Figure 1. M3 wires.
Scale bar: 20 um.
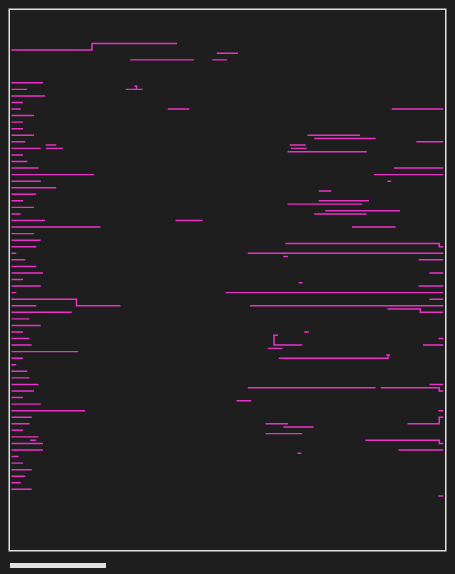
Figure 2. Clock nets.
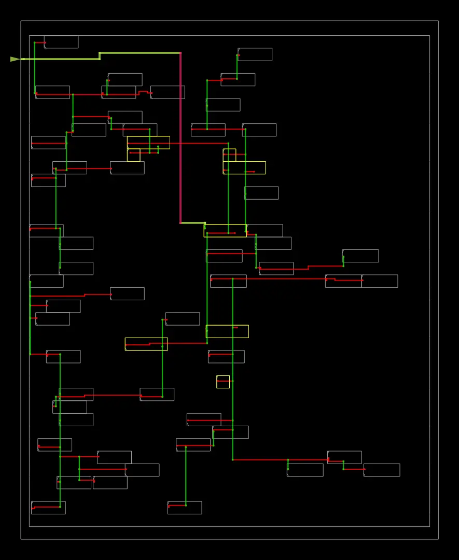
Figure 3. M1 wires.
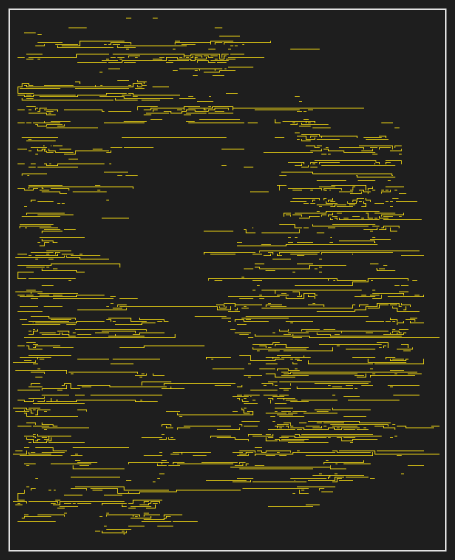
Figure 4. Routed metal per tile.
Scale bar: 20 um. The die is cut into 18 by 22 equal tiles; dark blue is low, red is high, scaled to the fullest tile. Values are wire area over tile area, all layers added.
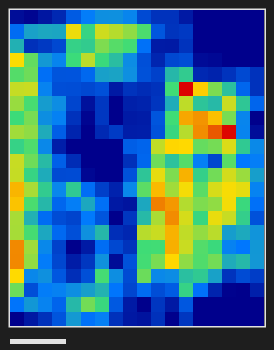
Figure 5. Placed cells, one colour a class.
Fill, decap, tap and diode cells in grey.
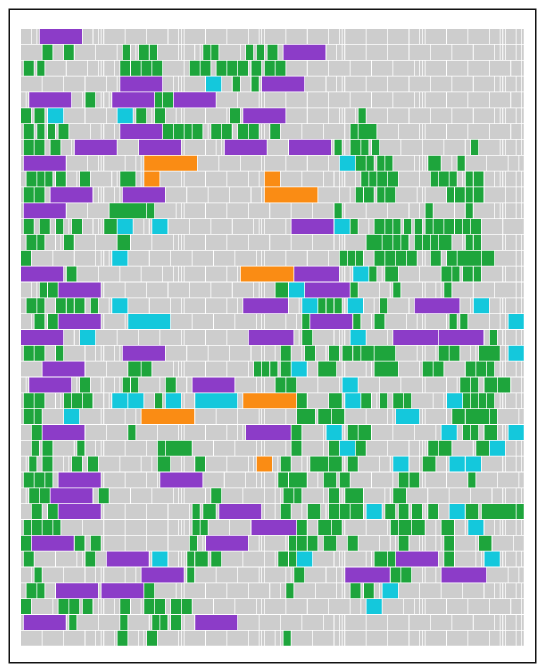
### src/rtl/regfile_wb_arbiter_if.sv
// regfile_wb_arbiter_if: writeback sources, issue-stage query and register-file write port
// slave: arbiter side (takes a_*/b_* writes and issue_* queries, drives readys, stall, rd/writeData/isWb, busy)
// master: environment side (the opposite directions)
interface regfile_wb_arbiter_if #(
   parameter int DATA_W = 32,
   parameter int ADDR_W = 4
);
   logic                 a_valid;
   logic [ADDR_W-1:0]    a_rd;
   logic [DATA_W-1:0]    a_data;
   logic                 a_ready;
   logic                 b_valid;
   logic [ADDR_W-1:0]    b_rd;
   logic [DATA_W-1:0]    b_data;
   logic                 b_ready;
   logic                 issue_valid;
   logic [ADDR_W-1:0]    issue_rs1;
   logic [ADDR_W-1:0]    issue_rs2;
   logic [ADDR_W-1:0]    issue_rd;
   logic                 issue_stall;
   logic [ADDR_W-1:0]    rd;
   logic [DATA_W-1:0]    writeData;
   logic                 isWb;
   logic [2**ADDR_W-1:0] busy;
   modport slave (
      input  a_valid, a_rd, a_data, b_valid, b_rd, b_data,
      input  issue_valid, issue_rs1, issue_rs2, issue_rd,
      output a_ready, b_ready, issue_stall, rd, writeData, isWb, busy
   );
   modport master (
      output a_valid, a_rd, a_data, b_valid, b_rd, b_data,
      output issue_valid, issue_rs1, issue_rs2, issue_rd,
      input  a_ready, b_ready, issue_stall, rd, writeData, isWb, busy
   );
endinterface

### src/rtl/regfile_wb_arbiter.sv
// regfile_wb_arbiter: round-robin writeback arbiter with per-register busy scoreboard
// clk: clock; reset: synchronous active-low reset
// bus.a_*/b_*: writeback sources (valid/ready); bus.issue_*: hazard query, bus.issue_stall answer
// bus.rd/writeData/isWb: registered register-file write port; bus.busy: scoreboard
module regfile_wb_arbiter #(
   parameter int DATA_W = 32,
   parameter int ADDR_W = 4
) (
   input logic                clk,
   input logic                reset,
   regfile_wb_arbiter_if.slave bus
);
   localparam int NR = 2**ADDR_W;
   logic              last_grant_q, last_grant_d;
   logic [ADDR_W-1:0] rd_q, rd_d, g_rd;
   logic [DATA_W-1:0] write_data_q, write_data_d;
   logic              is_wb_q, is_wb_d;
   logic [NR-1:0]     busy_q, busy_d, set_mask, clr_mask;
   logic              a_gnt, b_gnt, stall, accept;
   // last_grant_q = 1 means B won most recently, so A wins the next contention
   always_comb begin
      a_gnt = reset && bus.a_valid && (!bus.b_valid || last_grant_q);
      b_gnt = reset && bus.b_valid && !a_gnt;
      g_rd = a_gnt ? bus.a_rd : bus.b_rd;
      stall = bus.issue_valid && (!reset || busy_q[bus.issue_rs1] || busy_q[bus.issue_rs2] || busy_q[bus.issue_rd]);
      accept = bus.issue_valid && !stall;
      set_mask = (accept && bus.issue_rd != '0) ? NR'(1) << bus.issue_rd : '0;
      clr_mask = is_wb_q ? NR'(1) << rd_q : '0;
      // set is applied after clear so a same-cycle set wins
      busy_d = ((busy_q & ~clr_mask) | set_mask) & ~NR'(1);
      last_grant_d = a_gnt ? 1'b0 : b_gnt ? 1'b1 : last_grant_q;
      rd_d = (a_gnt || b_gnt) ? g_rd : rd_q;
      write_data_d = a_gnt ? bus.a_data : b_gnt ? bus.b_data : write_data_q;
      is_wb_d = (a_gnt || b_gnt) && g_rd != '0;
   end
   always_ff @(posedge clk) begin
      if (!reset) begin
         last_grant_q <= 1'b1;
         rd_q <= '0;
         write_data_q <= '0;
         is_wb_q <= 1'b0;
         busy_q <= '0;
      end else begin
         last_grant_q <= last_grant_d;
         rd_q <= rd_d;
         write_data_q <= write_data_d;
         is_wb_q <= is_wb_d;
         busy_q <= busy_d;
      end
   end
   assign bus.a_ready = a_gnt;
   assign bus.b_ready = b_gnt;
   assign bus.issue_stall = stall;
   assign bus.rd = rd_q;
   assign bus.writeData = write_data_q;
   assign bus.isWb = is_wb_q;
   assign bus.busy = busy_q;
endmodule

### src/flat_wrapper.sv
// flat-port wrapper written by rule: the top's interface ports become plain ports
module regfile_wb_arbiter_flat 
#(
   parameter int DATA_W = 32,
   parameter int ADDR_W = 4
)
  (clk, reset, bus_a_valid, bus_a_rd, bus_a_data, bus_b_valid, bus_b_rd, bus_b_data, bus_issue_valid, bus_issue_rs1, bus_issue_rs2, bus_issue_rd, bus_a_ready, bus_b_ready, bus_issue_stall, bus_rd, bus_writeData, bus_isWb, bus_busy);
  regfile_wb_arbiter_if #(.DATA_W(DATA_W), .ADDR_W(ADDR_W)) bus_i ();
  input logic clk;
  input logic reset;
  input wire logic [$bits(bus_i.a_valid)-1:0] bus_a_valid;
  input wire logic [$bits(bus_i.a_rd)-1:0] bus_a_rd;
  input wire logic [$bits(bus_i.a_data)-1:0] bus_a_data;
  input wire logic [$bits(bus_i.b_valid)-1:0] bus_b_valid;
  input wire logic [$bits(bus_i.b_rd)-1:0] bus_b_rd;
  input wire logic [$bits(bus_i.b_data)-1:0] bus_b_data;
  input wire logic [$bits(bus_i.issue_valid)-1:0] bus_issue_valid;
  input wire logic [$bits(bus_i.issue_rs1)-1:0] bus_issue_rs1;
  input wire logic [$bits(bus_i.issue_rs2)-1:0] bus_issue_rs2;
  input wire logic [$bits(bus_i.issue_rd)-1:0] bus_issue_rd;
  output wire logic [$bits(bus_i.a_ready)-1:0] bus_a_ready;
  output wire logic [$bits(bus_i.b_ready)-1:0] bus_b_ready;
  output wire logic [$bits(bus_i.issue_stall)-1:0] bus_issue_stall;
  output wire logic [$bits(bus_i.rd)-1:0] bus_rd;
  output wire logic [$bits(bus_i.writeData)-1:0] bus_writeData;
  output wire logic [$bits(bus_i.isWb)-1:0] bus_isWb;
  output wire logic [$bits(bus_i.busy)-1:0] bus_busy;
  assign bus_i.a_valid = bus_a_valid;
  assign bus_i.a_rd = bus_a_rd;
  assign bus_i.a_data = bus_a_data;
  assign bus_i.b_valid = bus_b_valid;
  assign bus_i.b_rd = bus_b_rd;
  assign bus_i.b_data = bus_b_data;
  assign bus_i.issue_valid = bus_issue_valid;
  assign bus_i.issue_rs1 = bus_issue_rs1;
  assign bus_i.issue_rs2 = bus_issue_rs2;
  assign bus_i.issue_rd = bus_issue_rd;
  assign bus_a_ready = bus_i.a_ready;
  assign bus_b_ready = bus_i.b_ready;
  assign bus_issue_stall = bus_i.issue_stall;
  assign bus_rd = bus_i.rd;
  assign bus_writeData = bus_i.writeData;
  assign bus_isWb = bus_i.isWb;
  assign bus_busy = bus_i.busy;
  regfile_wb_arbiter #(.DATA_W(DATA_W), .ADDR_W(ADDR_W)) u_core (.clk(clk), .reset(reset), .bus(bus_i));
endmodule
### config.mk
export PLATFORM = sky130hd
export DESIGN_NAME = regfile_wb_arbiter_flat
export DESIGN_NICKNAME = d
export VERILOG_FILES = /design/src/rtl/regfile_wb_arbiter_if.sv /design/src/rtl/regfile_wb_arbiter.sv /design/src/flat_wrapper.sv
export SDC_FILE = /design/constraint.sdc
export NUM_CORES = 1
export LEC_CHECK = 0
export ABC_AREA = 1
export CORE_ASPECT_RATIO = 1.25
export CORE_MARGIN = 1.5
export CORE_UTILIZATION = 30
export CTS_BUF_LIST = sky130_fd_sc_hd__clkbuf_4 sky130_fd_sc_hd__clkbuf_8 sky130_fd_sc_hd__clkbuf_16
export CTS_CLUSTER_SIZE = 10
export DETAILED_ROUTE_END_ITERATION = 10
export DONT_BUFFER_PORTS = 1
export HOLD_SLACK_MARGIN = 0.08
export PLACE_DENSITY = 0.46
export SLEW_MARGIN = 20
export SYNTH_ARGS = -nofsm -noshare
export SYNTH_HDL_FRONTEND = slang
export SYNTH_SLANG_ARGS = --single-unit
### constraint.sdc
create_clock -name clk -period 1.53 [get_ports clk]
set_input_delay 0.306 -clock clk [delete_from_list [all_inputs] [get_ports clk]]
set_output_delay 0.306 -clock clk [all_outputs]
set_load 0.01 [all_outputs]
==> results.cfg <==
; yosys + openroad results
[pwr]
combinationalPowerShare_pct = 15.4
cellLeakagePower_nw = 1.37
power.internal_mw = 2.29
swShare_pct = 29.0

[detailed_routing]
antenna_left = 0
wire_per_inst_um = 17.3
drt-initial-drc-count = 136
top_layer_used = met4
dr_wl_met2_mm = 5.07

[final_layout]
stdcell_count = 586
logic_gates = 325
dominant_cells = multi-input combinational cells
seq_share_pct = 30.7
bufAreaShareNonClock_pct = 10.5
num_antenna_cells = 0
fin_area_mm2 = 0.00350

[sta]
finalWorstSetupSlack_ps = -139
finalHoldViolations = 0
setup_viol = 15

[min_path]
hold_start = reset

[critical_path]
path_class = register to primary output
ff2ff_path_depth = 10
cp_data_arrival_time_ps = 1360
worstReg2RegEnd = u_core.bus.busy[8]$_SDFF_PN0_

[logic_synthesis]
syn_area_mm2 = 0.00285
synth_area_leader_cell = dfxtp_1
top_cells_by_area = dfxtp_1, o21ai_0, nand2_1
yosys_area_mm2 = 0.00285
synth.cellmix.simpleShare_pct = 28.2
ys_sh_mux_pct = 0

[outcome]
status = complete, but fails checks
violations = negative setup slack

[global_route]
grt_pass1_wl_mm = 15.9
grt.overflow.total = 0
met1_usage_pct = 22.9
grt_use_met3_pct = 5.60

[clocking]
cts_resized = 31
Back to the opening pictures, Figure 1:
nets with wire on the layer	108
share of all routed wire	8.5%

Back to the opening pictures, Figure 2:
CTS buffer count: 5
CTS Sinks: 53
total clock network power: 1.14 mW

Back to the opening pictures, Figure 3:
wire length on this layer	4000 um
nets with wire on the layer	483
share of all routed wire	39%
main direction	horizontal

Back to the opening pictures, Figure 4:
emptiest ninth of the die	upper right
mean over tiles	0.16
fullest tile	0.52
densest ninth of the die	middle right

Back to the opening pictures, Figure 5:
colour	class	cells	share of their area
purple	registers	53	32%
cyan	remaining buffers and delay cells	45	11%
orange	clock drivers and dummy loads	8	4.4%
green	remaining logic cells	357	53%

Power is estimated from default activity; no workload was simulated.
